File: src/rtl/joy_hotkey.sv
// joy_hotkey: watches CPU joypad reads, reassembles the two nibbles into a
// pad byte and fires a one-clock event when a configured key combination
// has been seen on HOLD_SMP consecutive pad samples. After firing, the
// tracker waits for an all-released sample before it re-arms.
// cfg packing: cfg[23:16] = key_menu, cfg[15:8] = key_save, cfg[7:0] = key_load.
module joy_hotkey #(
   parameter int unsigned HOLD_SMP  = 30,
   parameter int unsigned STALE_CYC = 2_000_000
) (
   input  logic        clk,
   input  logic        rst_n,
   input  logic [23:0] cfg,
   input  logic        pad_stb,
   input  logic        pad_sel,
   input  logic [3:0]  pad_dat,
   output logic        evt_menu,
   output logic        evt_save,
   output logic        evt_load,
   output logic        busy
);

   localparam int unsigned CW = $clog2(HOLD_SMP + 1);
   localparam int unsigned TW = $clog2(STALE_CYC + 1);

   typedef enum logic [1:0] {ST_IDLE, ST_HOLD, ST_WAIT_REL} state_t;
   typedef enum logic [1:0] {KEY_MENU, KEY_SAVE, KEY_LOAD, KEY_NONE} key_t;

   logic [7:0]    key_menu, key_save, key_load;
   logic [3:0]    dpad;
   logic          half;
   logic [7:0]    sample;
   logic          smp_v;
   logic [TW-1:0] tmr;
   logic          stale_hit, stale_kill;
   state_t        state, state_nxt;
   logic [CW-1:0] cnt;
   key_t          trk_id;
   logic [7:0]    trk_q;
   key_t          sel_id;
   logic [7:0]    sel_code;
   logic          sel_hit;
   logic [7:0]    trk_code;
   logic          trk_match, cfg_chg, last_smp;
   key_t          fire_id;
   logic          evt_menu_nxt, evt_save_nxt, evt_load_nxt;

   assign key_menu = cfg[23:16];
   assign key_save = cfg[15:8];
   assign key_load = cfg[7:0];

   // Nibble capture and pad byte assembly; smp_v pulses the clock after a pair completes
   always_ff @(posedge clk or negedge rst_n) begin
      if (!rst_n) begin
         dpad   <= '0;
         half   <= 1'b0;
         sample <= '0;
         smp_v  <= 1'b0;
      end else begin
         smp_v <= 1'b0;
         if (stale_kill) half <= 1'b0;
         if (pad_stb) begin
            if (pad_sel) begin
               dpad <= ~pad_dat;
               half <= 1'b1;
            end else if (half) begin
               sample <= {dpad, ~pad_dat};
               half   <= 1'b0;
               smp_v  <= 1'b1;
            end
         end
      end
   end

   // Stale timer: clocks since the last sample, saturating at STALE_CYC
   always_ff @(posedge clk or negedge rst_n) begin
      if (!rst_n)                       tmr <= '0;
      else if (smp_v)                   tmr <= '0;
      else if (tmr != TW'(STALE_CYC))   tmr <= tmr + TW'(1);
   end

   // A sample arriving in the expiry cycle takes precedence over the timeout
   assign stale_hit  = !smp_v && (tmr == TW'(STALE_CYC));
   assign stale_kill = stale_hit && (state != ST_IDLE);

   // Key match with fixed priority menu > save > load; a zero code never matches
   always_comb begin
      sel_id   = KEY_NONE;
      sel_code = '0;
      if (key_menu != '0 && key_menu == sample) begin
         sel_id   = KEY_MENU;
         sel_code = key_menu;
      end else if (key_save != '0 && key_save == sample) begin
         sel_id   = KEY_SAVE;
         sel_code = key_save;
      end else if (key_load != '0 && key_load == sample) begin
         sel_id   = KEY_LOAD;
         sel_code = key_load;
      end
   end

   assign sel_hit = (sel_id != KEY_NONE);

   // Current configured code of the key being tracked
   always_comb begin
      case (trk_id)
         KEY_MENU: trk_code = key_menu;
         KEY_SAVE: trk_code = key_save;
         KEY_LOAD: trk_code = key_load;
         default:  trk_code = '0;
      endcase
   end

   // trk_q snapshots the code at HOLD entry so a cfg rewrite can be detected
   assign trk_match = (trk_code != '0) && (trk_code == sample);
   assign cfg_chg   = (trk_code != trk_q);
   assign last_smp  = (cnt == CW'(HOLD_SMP - 1));

   // State register
   always_ff @(posedge clk or negedge rst_n) begin
      if (!rst_n) state <= ST_IDLE;
      else        state <= state_nxt;
   end

   // Next-state logic
   always_comb begin
      state_nxt = state;
      case (state)
         ST_IDLE: begin
            if (smp_v && sel_hit)
               state_nxt = (HOLD_SMP == 1) ? ST_WAIT_REL : ST_HOLD;
         end
         ST_HOLD: begin
            if (stale_kill || cfg_chg)
               state_nxt = ST_IDLE;
            else if (smp_v)
               state_nxt = !trk_match ? ST_IDLE : (last_smp ? ST_WAIT_REL : ST_HOLD);
         end
         ST_WAIT_REL: begin
            if (stale_kill || (smp_v && sample == '0))
               state_nxt = ST_IDLE;
         end
         default: state_nxt = ST_IDLE;
      endcase
   end

   // Hold counter and tracked-key bookkeeping
   always_ff @(posedge clk or negedge rst_n) begin
      if (!rst_n) begin
         cnt    <= '0;
         trk_id <= KEY_NONE;
         trk_q  <= '0;
      end else if (state_nxt == ST_IDLE) begin
         cnt <= '0;
      end else if (state == ST_IDLE) begin
         cnt    <= CW'(1);
         trk_id <= sel_id;
         trk_q  <= sel_code;
      end else if (state == ST_HOLD && smp_v && trk_match && cnt != CW'(HOLD_SMP)) begin
         cnt <= cnt + CW'(1);
      end
   end

   // Output decode: which key fires this cycle, and busy from state
   always_comb begin
      fire_id = KEY_NONE;
      case (state)
         ST_IDLE: if (smp_v && sel_hit && HOLD_SMP == 1) fire_id = sel_id;
         ST_HOLD: if (!cfg_chg && smp_v && trk_match && last_smp) fire_id = trk_id;
         default: fire_id = KEY_NONE;
      endcase
      evt_menu_nxt = (fire_id == KEY_MENU);
      evt_save_nxt = (fire_id == KEY_SAVE);
      evt_load_nxt = (fire_id == KEY_LOAD);
      busy         = (state != ST_IDLE);
   end

   // Registered event pulses
   always_ff @(posedge clk or negedge rst_n) begin
      if (!rst_n) begin
         evt_menu <= 1'b0;
         evt_save <= 1'b0;
         evt_load <= 1'b0;
      end else begin
         evt_menu <= evt_menu_nxt;
         evt_save <= evt_save_nxt;
         evt_load <= evt_load_nxt;
      end
   end

endmodule

File: config.mk
export PLATFORM = sky130hd
export DESIGN_NAME = joy_hotkey
export DESIGN_NICKNAME = d
export VERILOG_FILES = /design/src/rtl/joy_hotkey.sv
export SDC_FILE = /design/constraint.sdc
export NUM_CORES = 1
export LEC_CHECK = 0
export ABC_AREA = 1
export CORE_MARGIN = 4
export CORE_UTILIZATION = 46
export CTS_BUF_LIST = sky130_fd_sc_hd__clkbuf_2 sky130_fd_sc_hd__clkbuf_4 sky130_fd_sc_hd__clkbuf_8
export DETAILED_ROUTE_END_ITERATION = 7
export GPL_TIMING_DRIVEN = 0
export PLACE_DENSITY = 0.74
export SYNTH_ARGS = -nofsm -noshare
export SYNTH_HDL_FRONTEND = slang
export SYNTH_SLANG_ARGS = --single-unit
File: constraint.sdc
create_clock -name clk -period 2.5 [get_ports clk]
set_clock_uncertainty 0.1 [all_clocks]
set_input_delay 0.375 -clock clk [delete_from_list [all_inputs] [get_ports clk]]
set_output_delay 0.375 -clock clk [all_outputs]
set_load 0.01 [all_outputs]
Figure 1. Routed clock nets over the placement.
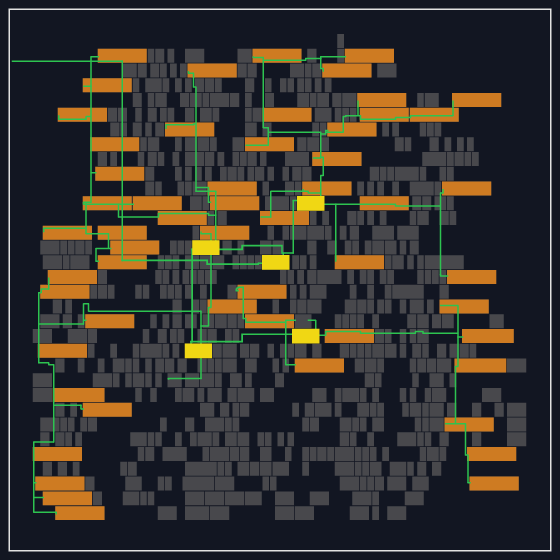
[clock wires] green | length: 718 um
[clock drivers] yellow | count: 5
[flip-flops] orange | count: 55
flops lie	all over the die

Figure 2. Placement by cell class.
Bar = 20 um. Fill, decap, tap and diode cells in gray.
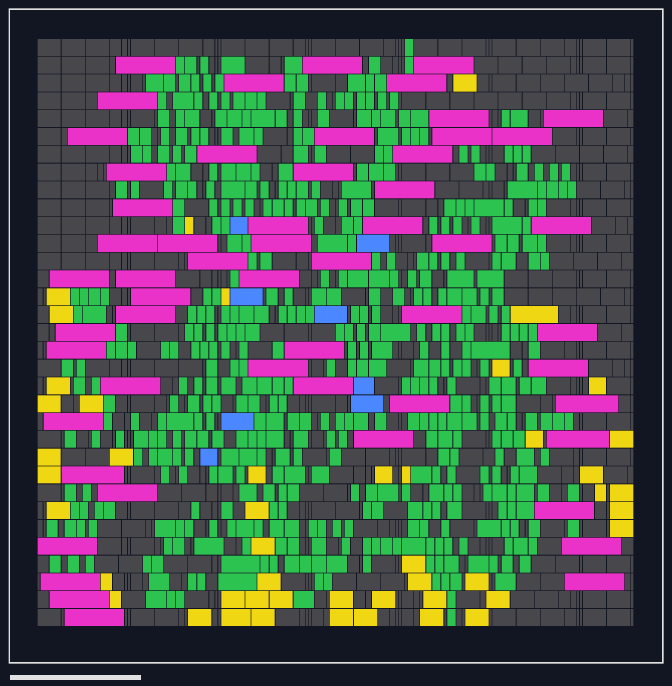
class	color	cells
clock drivers and dummy loads	blue	8
flops	magenta	55
combinational and other logic	green	507
other buffers and delay cells	yellow	47
Seq/total area: 30.6%
Rows: 33

==> impl_metrics.json <==
{
  "antenna_left": 0,
  "clkPwrFrac_pct": 21.7,
  "dr.pass1.iters": 5,
  "layout_top_cell": "nand2_1",
  "final_area_um2": 4510,
  "synthAoiAreaFrac_pct": 11.7,
  "final-nonclk-buf-share_pct": 9.68,
  "wl_met3_um": 781,
  "ys_cells": 570,
  "post-route-util_pct": 55.2,
  "period_minus_slack_ns": 2.33,
  "tightest_slew_ns": 0.532,
  "clk-insertion-delay-late_ns": 0.31,
  "antenna_cells": 0,
  "edf_count": 0,
  "cts_resized": 0,
  "layoutNonFillerInstCount": 722,
  "top_cells_by_count": "151 x nand2_1, 82 x inv_1, 53 x dfrtp_1, 52 x nor2_1, 51 x nand3_1",
  "startpoint_type": "flip-flop",
  "power_leader": "sequential cells",
  "slowest_stage": "dfstp_2",
  "htreeDepth": 2,
  "hold_violations": 0,
  "switchingPower_uw": 931,
  "slew_viol_final": 0,
  "drt_iter0_drc": 336,
  "dp.final_hpwl_um": 8270,
  "cts_buffers": 5,
  "warnings": 29,
  "dr.max_layer_used": "met4",
  "synth_area_um2": 3850,
  "ys_types": 38,
  "grt_overflow": 0,
  "power_uw": 2430,
  "io_pins": 36,
  "critPathRequiredTime_ns": 2.62,
  "die-height_um": 99.5,
  "io_buffers": 35,
  "yosys.area.top_type": "dfrtp_1",
  "reg2reg_slack_ns": 0.17,
  "top_cell_area_share_pct": 34.4,
  "ff_latch_area_um2": 1380,
  "reg2reg_depth": 9,
  "logic_family": "simple AND/OR/NAND/NOR gates",
  "synth-simple-area-share_pct": 38.8,
  "die_area_um2": 9910,
  "worstPathArrival_ns": 2.45,
  "buffers_excl_clock": 47,
  "worst-path-stages": 9,
  "synth.area.top_cells": "dfrtp_1 34%, nand2_1 15%, inv_1 8.0%, nand3_1 6.6%, nand4_1 5.2%",
  "largest_class": "multi-input combinational cells",
  "syn_inst": 570,
  "use_met3_pct": 4.21,
  "switching_share_pct": 38.3,
  "taps": 105,
  "core_area_um2": 8180,
  "rsz0062_at_grt": "no",
  "area.growth.synth_to_final_pct": 17.0,
  "p_comb_share_pct": 32.0,
  "grt_util_met1_pct": 29.9,
  "fin_crit_sh_pct": 93.3,
  "fa_ha_area_share_pct": 1.62,
  "clock_cell_area_share_pct": 2.05,
  "seqPwrFrac_pct": 46.3,
  "yosys_warnings": 0,
  "pre_cts_ws_ns": -0.298,
  "lay_top_cells": "151 x nand2_1, 82 x inv_1, 52 x nor2_1, 52 x dfrtp_1, 50 x nand3_1",
  "timing.rr.end": "evt_menu",
  "cts_tree": "built",
  "grt_pass1_wl_um": 17900,
  "worst_hold_slack_ns": 0.394,
  "status": "finished, final reports clean",
  "comb_cells": 418,
  "placed_cells_incl_taps": 711,
  "track_usage_pct": 22.2,
  "grt_max_degree": 40,
  "crit_family": "simple AND/OR/NAND/NOR gates",
  "fp_util_pct": 47.2,
  "path_cells": "buf_4 > nand3_1 > nand3_1 > nand2_1 > nand2_1 > nand3_1 > nor4_2 > nand3_1 > nor3_1",
  "async_reset_ff_share_pct": 100,
  "worstPathMaxFanout": 10,
  "setup_viol": 0,
  "cts_buffer_depth": 2,
  "cpPeakStageDelay_ns": 0.58,
  "hp-start": "dpad[1]",
  "largest_registers": "tmr (21), sample (8), trk_q (8)",
  "antenna_found_initial": 0,
  "fp_nets": 607,
  "cp-end-kind": "flip-flop",
  "endpoint": "evt_menu",
  "final-comb-area_um2": 2130,
  "internal_power_uw": 1500,
  "holdPathStages": 2,
  "relSlewSlack_pct": 64.5,
  "fin_nets": 653,
  "crit_type": "reg2reg",
  "drive_gt1_share_pct": 7.94,
  "n_all_inverters": 89,
  "synthFlopType": "dfrtp_1",
  "synth_area_per_cell_um2": 6.76,
  "yosysChipArea_um2": 3850,
  "hold_buffers": 1,
  "hold_end": "sample[5]"
}
Figure 3. Power grid.
Pins as bars on the die edge. Tap cells in gray.
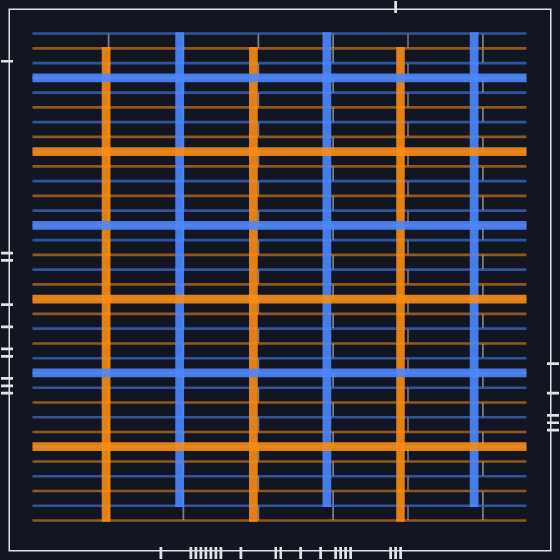
net	color
VDD	blue
VSS	orange
rows	33
signal pins	36
tap cells	105
met4 straps	6

Figure 4. The metal 2 layer.
Bar = 20 um.
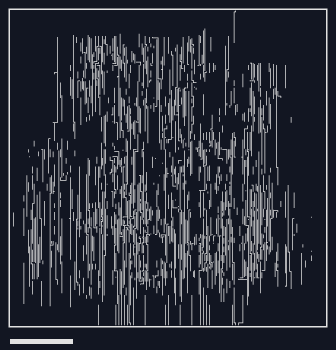
share of all routed wire	46%
wire length on this layer	4,880 um
vias: 3,972
DRT Wirelength: 10,600 um
GRT met2 Usage: 36.9%

